run_1/clock_map.png
Bar = 20 µm.
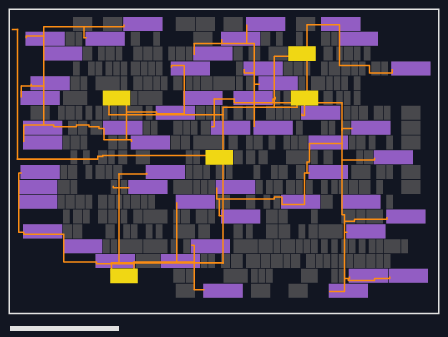
run_1/final_placement.png
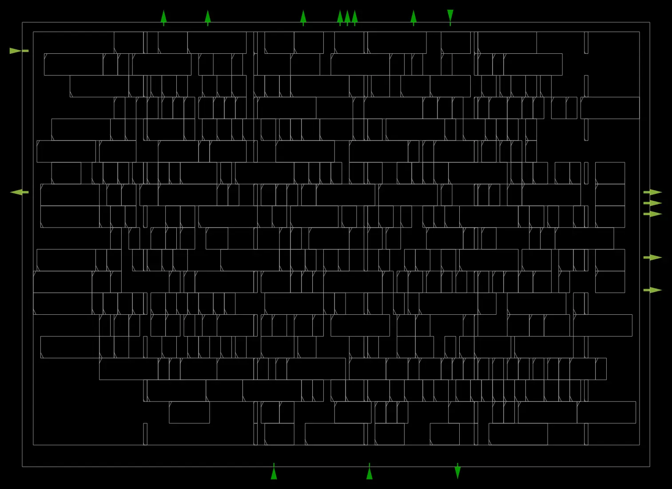
run_1/metal_stack.png
Two of the layers only.
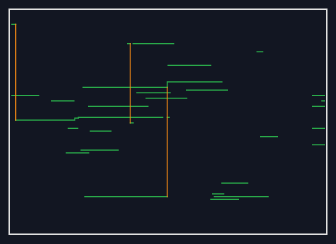
## src/rtl/gamepad_input_ctrl.sv

```systemverilog
// SNES-style pad reader: once per frame latches the pad, shifts in 16 bits,
// then publishes the debounced/cancelled/auto-repeated button word with a strobe.
module gamepad_input_ctrl #(
  parameter int PAD_DIV     = 150,
  parameter int MOVE_REPEAT = 8
) (
  input  logic       clk,
  input  logic       reset,
  input  logic       frame_start,
  input  logic       pad_data,
  output logic       pad_latch,
  output logic       pad_clk,
  output logic [9:0] input_data,
  output logic       trigger,
  output logic       pad_present
);

  localparam int DW = $clog2(PAD_DIV) + 1;
  localparam logic [DW-1:0] DIV_LAST = DW'(2*PAD_DIV - 1);
  localparam logic [DW-1:0] DIV_MID  = DW'(PAD_DIV - 1);

  typedef enum logic [2:0] {IDLE, LATCH, SHIFT, UPDATE, EMIT} state_t;

  state_t      r_state, w_next;
  logic [DW-1:0] r_div;
  logic [3:0]  r_bit;
  logic [15:0] r_raw;
  logic        r_b_prev;
  logic [3:0]  r_dir_prev;
  logic [5:0]  r_rpt;

  logic        w_div_end;
  logic        w_present;
  logic [15:0] w_pressed;
  logic        w_ud_x, w_lr_x;
  logic [3:0]  w_dirs, w_report;
  logic [5:0]  w_rpt_inc, w_rpt_nxt;
  logic [9:0]  w_data;

  assign w_div_end = (r_div == DIV_LAST);

  // state register
  always_ff @(posedge clk) begin
    if (!reset) r_state <= IDLE;
    else        r_state <= w_next;
  end

  // next-state logic
  always_comb begin
    w_next = r_state;
    case (r_state)
      IDLE:    if (frame_start) w_next = LATCH;
      LATCH:   if (w_div_end) w_next = SHIFT;
      SHIFT:   if (w_div_end && r_bit == 4'd15) w_next = UPDATE;
      UPDATE:  w_next = EMIT;
      EMIT:    w_next = IDLE;
      default: w_next = IDLE;
    endcase
  end

  // output logic
  always_comb begin
    pad_latch = (r_state == LATCH);
    pad_clk   = !((r_state == SHIFT) && (r_div <= DIV_MID));
    trigger   = (r_state == EMIT);
  end

  // An absent pad reads all-zero pressed bits, which also clears the history.
  assign w_present = &r_raw[15:12];
  assign w_pressed = w_present ? ~r_raw : 16'h0000;
  assign w_ud_x    = w_pressed[4] & w_pressed[5];
  assign w_lr_x    = w_pressed[6] & w_pressed[7];
  assign w_dirs    = {w_pressed[7] & ~w_lr_x, w_pressed[6] & ~w_lr_x,
                      w_pressed[5] & ~w_ud_x, w_pressed[4] & ~w_ud_x};
  assign w_rpt_inc = r_rpt + 6'd1;

  always_comb begin
    w_report  = 4'b0000;
    w_rpt_nxt = 6'd0;
    if ((w_dirs & ~r_dir_prev) != 4'b0000) begin
      w_report = w_dirs;
    end else if (w_dirs != 4'b0000) begin
      if (w_rpt_inc == 6'(MOVE_REPEAT)) w_report  = w_dirs;
      else                              w_rpt_nxt = w_rpt_inc;
    end
  end

  assign w_data = {w_pressed[0] & ~r_b_prev, w_report[3], w_report[2], w_report[1],
                   w_report[0], w_pressed[0], w_pressed[8], w_pressed[3],
                   w_pressed[2], w_pressed[1]};

  always_ff @(posedge clk) begin
    if (!reset) begin
      r_div       <= '0;
      r_bit       <= 4'd0;
      r_raw       <= 16'h0000;
      r_b_prev    <= 1'b0;
      r_dir_prev  <= 4'b0000;
      r_rpt       <= 6'd0;
      input_data  <= 10'h000;
      pad_present <= 1'b0;
    end else begin
      if (r_state == LATCH || r_state == SHIFT)
        r_div <= w_div_end ? '0 : r_div + DW'(1);
      else
        r_div <= '0;

      if (r_state == IDLE)
        r_bit <= 4'd0;
      else if (r_state == SHIFT && w_div_end)
        r_bit <= r_bit + 4'd1;

      // sample on the last cycle of each low phase
      if (r_state == SHIFT && r_div == DIV_MID)
        r_raw[r_bit] <= pad_data;

      if (r_state == UPDATE) begin
        input_data  <= w_data;
        pad_present <= w_present;
        r_b_prev    <= w_pressed[0];
        r_dir_prev  <= w_dirs;
        r_rpt       <= w_rpt_nxt;
      end
    end
  end

endmodule

```

## config.mk

```make
export PLATFORM = sky130hd
export DESIGN_NAME = gamepad_input_ctrl
export DESIGN_NICKNAME = d
export VERILOG_FILES = /design/src/rtl/gamepad_input_ctrl.sv
export SDC_FILE = /design/constraint.sdc
export NUM_CORES = 1
export LEC_CHECK = 0
export ABC_AREA = 1
export CAP_MARGIN = 5
export CORE_ASPECT_RATIO = 0.7
export CORE_MARGIN = 1
export CORE_UTILIZATION = 60
export CTS_BUF_LIST = sky130_fd_sc_hd__clkbuf_8
export DETAILED_ROUTE_END_ITERATION = 10
export PLACE_DENSITY = 0.88
export RECOVER_POWER = 50
export SYNTH_ARGS = -nofsm -noshare
export SYNTH_HDL_FRONTEND = slang
export SYNTH_SLANG_ARGS = --single-unit
```

## constraint.sdc

```tcl
create_clock -name clk -period 3.8 [get_ports clk]
set_input_delay 1.14 -clock clk [delete_from_list [all_inputs] [get_ports clk]]
set_output_delay 1.14 -clock clk [all_outputs]
set_load 0.005 [all_outputs]
```

==> results.txt, run 1 <==
Fillers: 322
dpl ws: 1.018 ns
Critical Path End: pad_clk
CTS tree: done
Crit Path Max Fanout: 5
CTS max path bufs: 2
stages on the worst setup path: 7
fin cells: 414
Worst EP arrival: 1.95 ns
Critical Path Max Stage Delay: 0.52 ns
Critical path origin: r_div[1]
vias post-DR: 2186
Avg Vias per Cell: 5.280
IO Count: 18
status: completed
H-tree depth: 2
Worst R2R End: input_data[6]
final setup violation count: 0
TritonRoute pass-1 iters: 4
layout cells sized above 1: 0.05525
post-CTS sizing: 0
prevailing post-synth register cell: dfxtp_1
cell family with most CP delay: buffers and inverters
Final Cycle Share: 0.8126
pin count of the biggest net entering global routing: 26
critical path's slowest cell: clkdlybuf4s50_1
PortBufs: 17
WHS: 0.4496 ns
first-pass GRT wire length: 8473 µm
most frequent cells after synthesis: nand2_1 (69), inv_1 (55), dfxtp_1 (50), a21oi_1 (42), nor2_1 (32)
synth top area cells: dfxtp_1 (41%), nand2_1 (11%), a21oi_1 (8.5%)
FP Core Util: 0.6278
tool warnings: 32
startpoint types: flop
CP Class: flop to primary output
DRC: 0
critical path cell sequence: inv_1 -> ha_1 -> nand3_1 -> nor2_2 -> nand2_2 -> a21boi_0 -> clkdlybuf4s50_1
# Cells Yosys: 346
clock slew at reported path FFs: 0.08 ns
Slew Limit Fails: 0
CP Capture Type: primary output
fin worst setup slack: 0.7120 ns
leakage power: 0.9791 nW
Final Critical Period: 3.088 ns
Largest type area fraction: 0.4065
Syn. warnings: 0
Setup TNS: 0 ns
Hold Path Sink: r_raw[14]
Post-CTS Hold Buffers: 0
maximum vdd drop: 243.4 µV
Syn Nets: 361
total grt overflow: 0
hold_sp: r_raw[14]
post-CTS setup buffer count: 0
MaxCap Viol Count: 0
vias in the first global route: 1872
Design Area, Final: 2726 µm²
Core Util, Final: 0.6951
Reg area: 1001 µm²
Overall Power: 1.026 mW
YS chip area: 2462 µm²
detailed placement HPWL: 3734 µm
overall die width: 78.57 µm
flop2flop setup slack: 1.48 ns
logic area: 1200 µm²
post-synthesis async set-or-reset flop share: 0
clk sink count: 50
Flops after synth: 50
Buf/Inv on CP: 2
Worst-Margin Slew: 0.7933 ns
Syn Inst Count: 346
register share after synthesis: 0.4065
root buf cell: clkbuf_8
final WL: 4978 µm
hold path cells: 2
About clock_map.png:
flip-flops -> purple  # count 50
cells driving clock nets -> yellow  # count 5
clock wires -> orange  # length 587 µm
routed clock nets = 6
flops lie = spread over the die
Final Skew: 0.005865 ns
part of the power in the clock network: 0.279
P_clk: 0.287 mW
clk_lat worst skew: 0.30 ns

About final_placement.png:
Core ar.: 3923 µm²
sequential cell area share: 0.3671
Tap Count: 52

About metal_stack.png:
met4 -> orange  # wire length 70.7 µm
met3 -> green  # wire length 242 µm
WL/cell: 12.02 µm
overall routing resource usage: 0.2501

==> run 1: area by class of cell <==
cell class,instances,area share
multi-input cells,231,0.4401
flip-flops and latches,50,0.3671
inverters,56,0.07710
repair buffers,18,0.06379
clock buffers,5,0.02524
well taps,52,0.02386
clock inverters,2,0.002754
==> run 1: registers in the layout, summed over array words and instances, names as in the netlist <==
name,cells
r_bit,4
r_div,9
r_raw,13
r_state,3
r_dir_prev,4
input_data,10
pad_present,1
r_rpt,6
==> run 1: routing by layer <==
metal / vias up / part of all wire / track usage / wire length (µm)
li1: 1135 / - / - / -
met1: 994 / 0.51 / 0.3591 / 2535
met2: 50 / 0.43 / 0.3714 / 2130
met3: 7 / 0.048 / 0.05246 / 241
met4: 0 / 0.014 / 0.08730 / 70
met5: - / 0 / 0 / 0
==> run 1: worst min-delay path, cell delays in order (launching register included) <==
cell and delay, ns:
dfxtp_1 0.31, inv_1 0.04, a21oi_1 0.05
==> run 1: placed cells by master, fill, tap and decap left out, types with 11 or more instances in the layout <==
cell type | netlist | final
o21ai_0 | 17 | 19
a21oi_1 | 42 | 42
nor2_1 | 32 | 32
inv_1 | 55 | 57
dfxtp_1 | 50 | 50
nand2_1 | 69 | 69
ha_1 | 11 | 11
clkdlybuf4s50_1 | 0 | 16
nand3_1 | 20 | 21
==> run 1: report_power, final <==
group,switching [mW],internal [mW],leakage [nW]
sequential,0.0193,0.541,0.403
combinational,0.120,0.0595,0.529
clock,0.165,0.122,0.0466
total,0.304,0.722,0.979
==> run 1: cells by family (layout without fill, tap and decap cells) <==
family	Yosys count	in the layout	synth area share
xor+xnor	3	3	0.01067
flops	50	50	0.4065
simple gates	151	151	0.2846
fa+ha+maj	11	11	0.05589
compound gates	66	66	0.1382
buf+inv	65	81	0.1042
## Run 2: what changed since run 1
clock period = 3.1 ns   (was 3.8 ns; I/O delays follow)
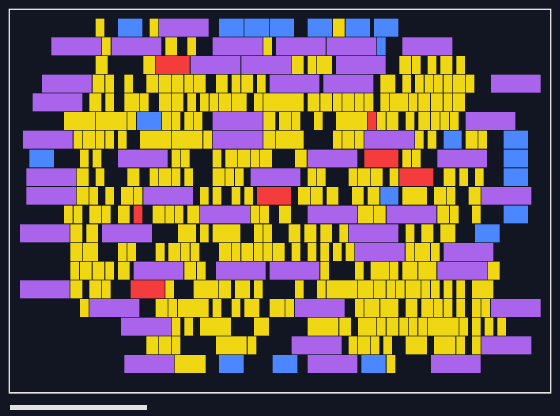
run_2/cell_classes.png
Bar = 20 µm.
all other logic -> yellow  # cells 287, share of their area 53%
other buffers and delay cells -> blue  # cells 20, share of their area 7.1%
clock drivers and dummy loads -> red  # cells 7, share of their area 2.9%
flip-flops -> purple  # cells 50, share of their area 37%

==> results.txt, run 2 <==
MaxCap Viol Count: 0
vias post-DR: 2223
Top Registers: r_raw (13), input_data (10), r_div (9)
TritonRoute pass-1 iters: 5
Biggest consumer: registers
tool warnings: 32
Critical Path RT: 2.17 ns
CP Class: flop to primary output
root buf cell: clkbuf_8
detailed placement HPWL: 3652 µm
Avg Vias per Cell: 5.344
Syn Inst Count: 346
Flops after synth: 50
Power Combinational: 0.231 mW
final antenna-violating net count: 0
P_clk: 0.352 mW
Reg with most FFs: r_raw
PortBufs: 17
clk sink count: 50
CP Capture Type: primary output
YS chip area: 2462 µm²
post-synthesis async set-or-reset flop share: 0
Worst-Margin Slew: 0.7195 ns
n_diodes: 0
power per standard cell area: 464.0 nW/µm²
Final Skew: 0.009327 ns
row cnt: 19
Psw: 0.3828 mW
clk_lat worst skew: 0.30 ns
final WL: 4934 µm
synth top area cells: dfxtp_1 (41%), nand2_1 (11%), a21oi_1 (8.5%)
M1 GR Usage: 0.3441
cell family with most CP delay: buffers and inverters
part of the power in the clock network: 0.277
unrepaired setup endpoints after global routing: no
critical path's slowest cell: clkdlybuf4s50_1
final setup violation count: 0
total grt overflow: 0
max_slew headroom: 0.5198
Slew Limit Fails: 0
Final Cycle Share: 0.9366
CTS max path bufs: 2
Overall Power: 1.272 mW
vias in the first global route: 2010
post-CTS setup buffer count: 0
critical path cell sequence: inv_1 -> ha_1 -> nand3_1 -> nor2_2 -> nand2_2 -> a21boi_0 -> clkdlybuf4s50_1
Chip Height: 55.60 µm
Crit Path Max Fanout: 5
Core ar.: 3923 µm²
met3 Use GR: 0.05902
clock slew at reported path FFs: 0.09 ns
IO Count: 18
Comb pwr share: 0.181
startpoint types: flop
Setup TNS: 0 ns
Synth top cell by count: nand2_1
P_int: 0.8890 mW
Net Sw Frac: 0.3010
DRC: 0
prevailing post-synth register cell: dfxtp_1
Syn. warnings: 0
initial antenna violation count: 0
Met3 Wirelength: 273 µm
Final Critical Period: 2.904 ns
Buf/Inv on CP: 2
Largest type area fraction: 0.4065
maximum vdd drop: 304.5 µV
most frequent cells in the layout: nand2_1 (69), inv_1 (57), dfxtp_1 (50), a21oi_1 (42), nor2_1 (32)
met2 Use GR: 0.3839
Peak Freq: 344.4 MHz
Syn Nets: 361
FP Core Util: 0.6278
pin count of the biggest net entering global routing: 26
max reg flops: 13
leakage power: 0.9893 nW
Final Wtd Congestion: 0.9102
status: completed
overall die width: 78.57 µm
Top cell excl fill/tap: nand2_1
CTS tree: done
HP Class: flop to flop
Seq. pwr: 0.689 mW
Post-CTS Hold Buffers: 0
layout cells sized above 1: 0.06044
Worst EP arrival: 1.97 ns
Critical Path Max Stage Delay: 0.52 ns
Synth cell types: 33
Routed met2 length: 2069 µm
most frequent cells after synthesis: nand2_1 (69), inv_1 (55), dfxtp_1 (50), a21oi_1 (42), nor2_1 (32)
Top Layer Used: met4
Die Area: 4368 µm²
# Cells Yosys: 346
overall routing resource usage: 0.2468
Synth-to-Final Area Change: 11.33%
GRT busiest layer: met2
first-pass GRT wire length: 8618 µm
Sequential Power Share: 0.542
Layout Nets: 379
M1 WL: 2527 µm
WL/cell: 11.86 µm
post-CTS sizing: 0
Final Hold Vio Count: 0
H-tree depth: 2
area of the mapped netlist: 2462 µm²
register share after synthesis: 0.4065
Post-synth EDFFs: 0
==> run 2: cell count changes in the layout (fill, tap and decap cells not counted) <==
cell / before / now
buf_4: 0 / 2
==> run 2: worst register-to-register path: stages (launching register included) <==
cell,delay (ns)
dfxtp_1,0.35
nand4_1,0.21
nor2_1,0.21
inv_1,0.06
ha_1,0.19
inv_1,0.06
o22ai_1,0.14
nor2_1,0.25
nand3_1,0.16
nand3_1,0.12
a21oi_1,0.06
==> run 2: final timing paths <==
path / from / endpoint / slack, ns / depth (start not counted)
setup / recovery: r_div[1] / pad_clk / 0.20 / 7
hold / removal: r_raw[6] / r_raw[6] / 0.45 / 2
setup reg to reg: r_raw[12] / input_data[6] / 1.19 / 10
hold reg to reg: r_raw[6] / r_raw[6] / 0.45 / 2
==> run 2: logic make-up (layout without fill, tap and decap cells) <==
family,Yosys count,after routing,share of synthesized area
and+or+nand+nor,151,151,0.2846
adders and majority gates,11,11,0.05589
buffers and inverters,65,83,0.1042
DFF,50,50,0.4065
AOI/OAI and AO/OA,66,66,0.1382
xor gates and xnor gates,3,3,0.01067
==> run 2: area by class of cell <==
| class | instances | area, µm² |
|---|---|---|
| Timing Repair Buffer | 20 | 188.9 |
| Sequential cell | 50 | 1001 |
| Fill cell | 314 | 1181 |
| Clock buffer | 5 | 68.82 |
| Multi-Input combinational cell | 231 | 1200 |
| Tap cell | 52 | 65.06 |
| Clock inverter | 2 | 7.507 |
| Inverter | 56 | 210.2 |
==> run 2: through the flow <==
step	hold slack (ns)	worst slack [ns]	util	cells	cell area, µm²
CTS	0.4475	0.2002	0.7011	416	2750
floorplan	0.4235	1.121	-	346	2462
global placement	0.4339	0.6055	0.6817	409	2674
finish	0.4519	0.1964	0.6989	416	2741
global route	0.4616	0.09030	0.6989	416	2741
detailed placement	0.4350	0.5333	0.6817	409	2674
Power is estimated from default activity; no workload was simulated.
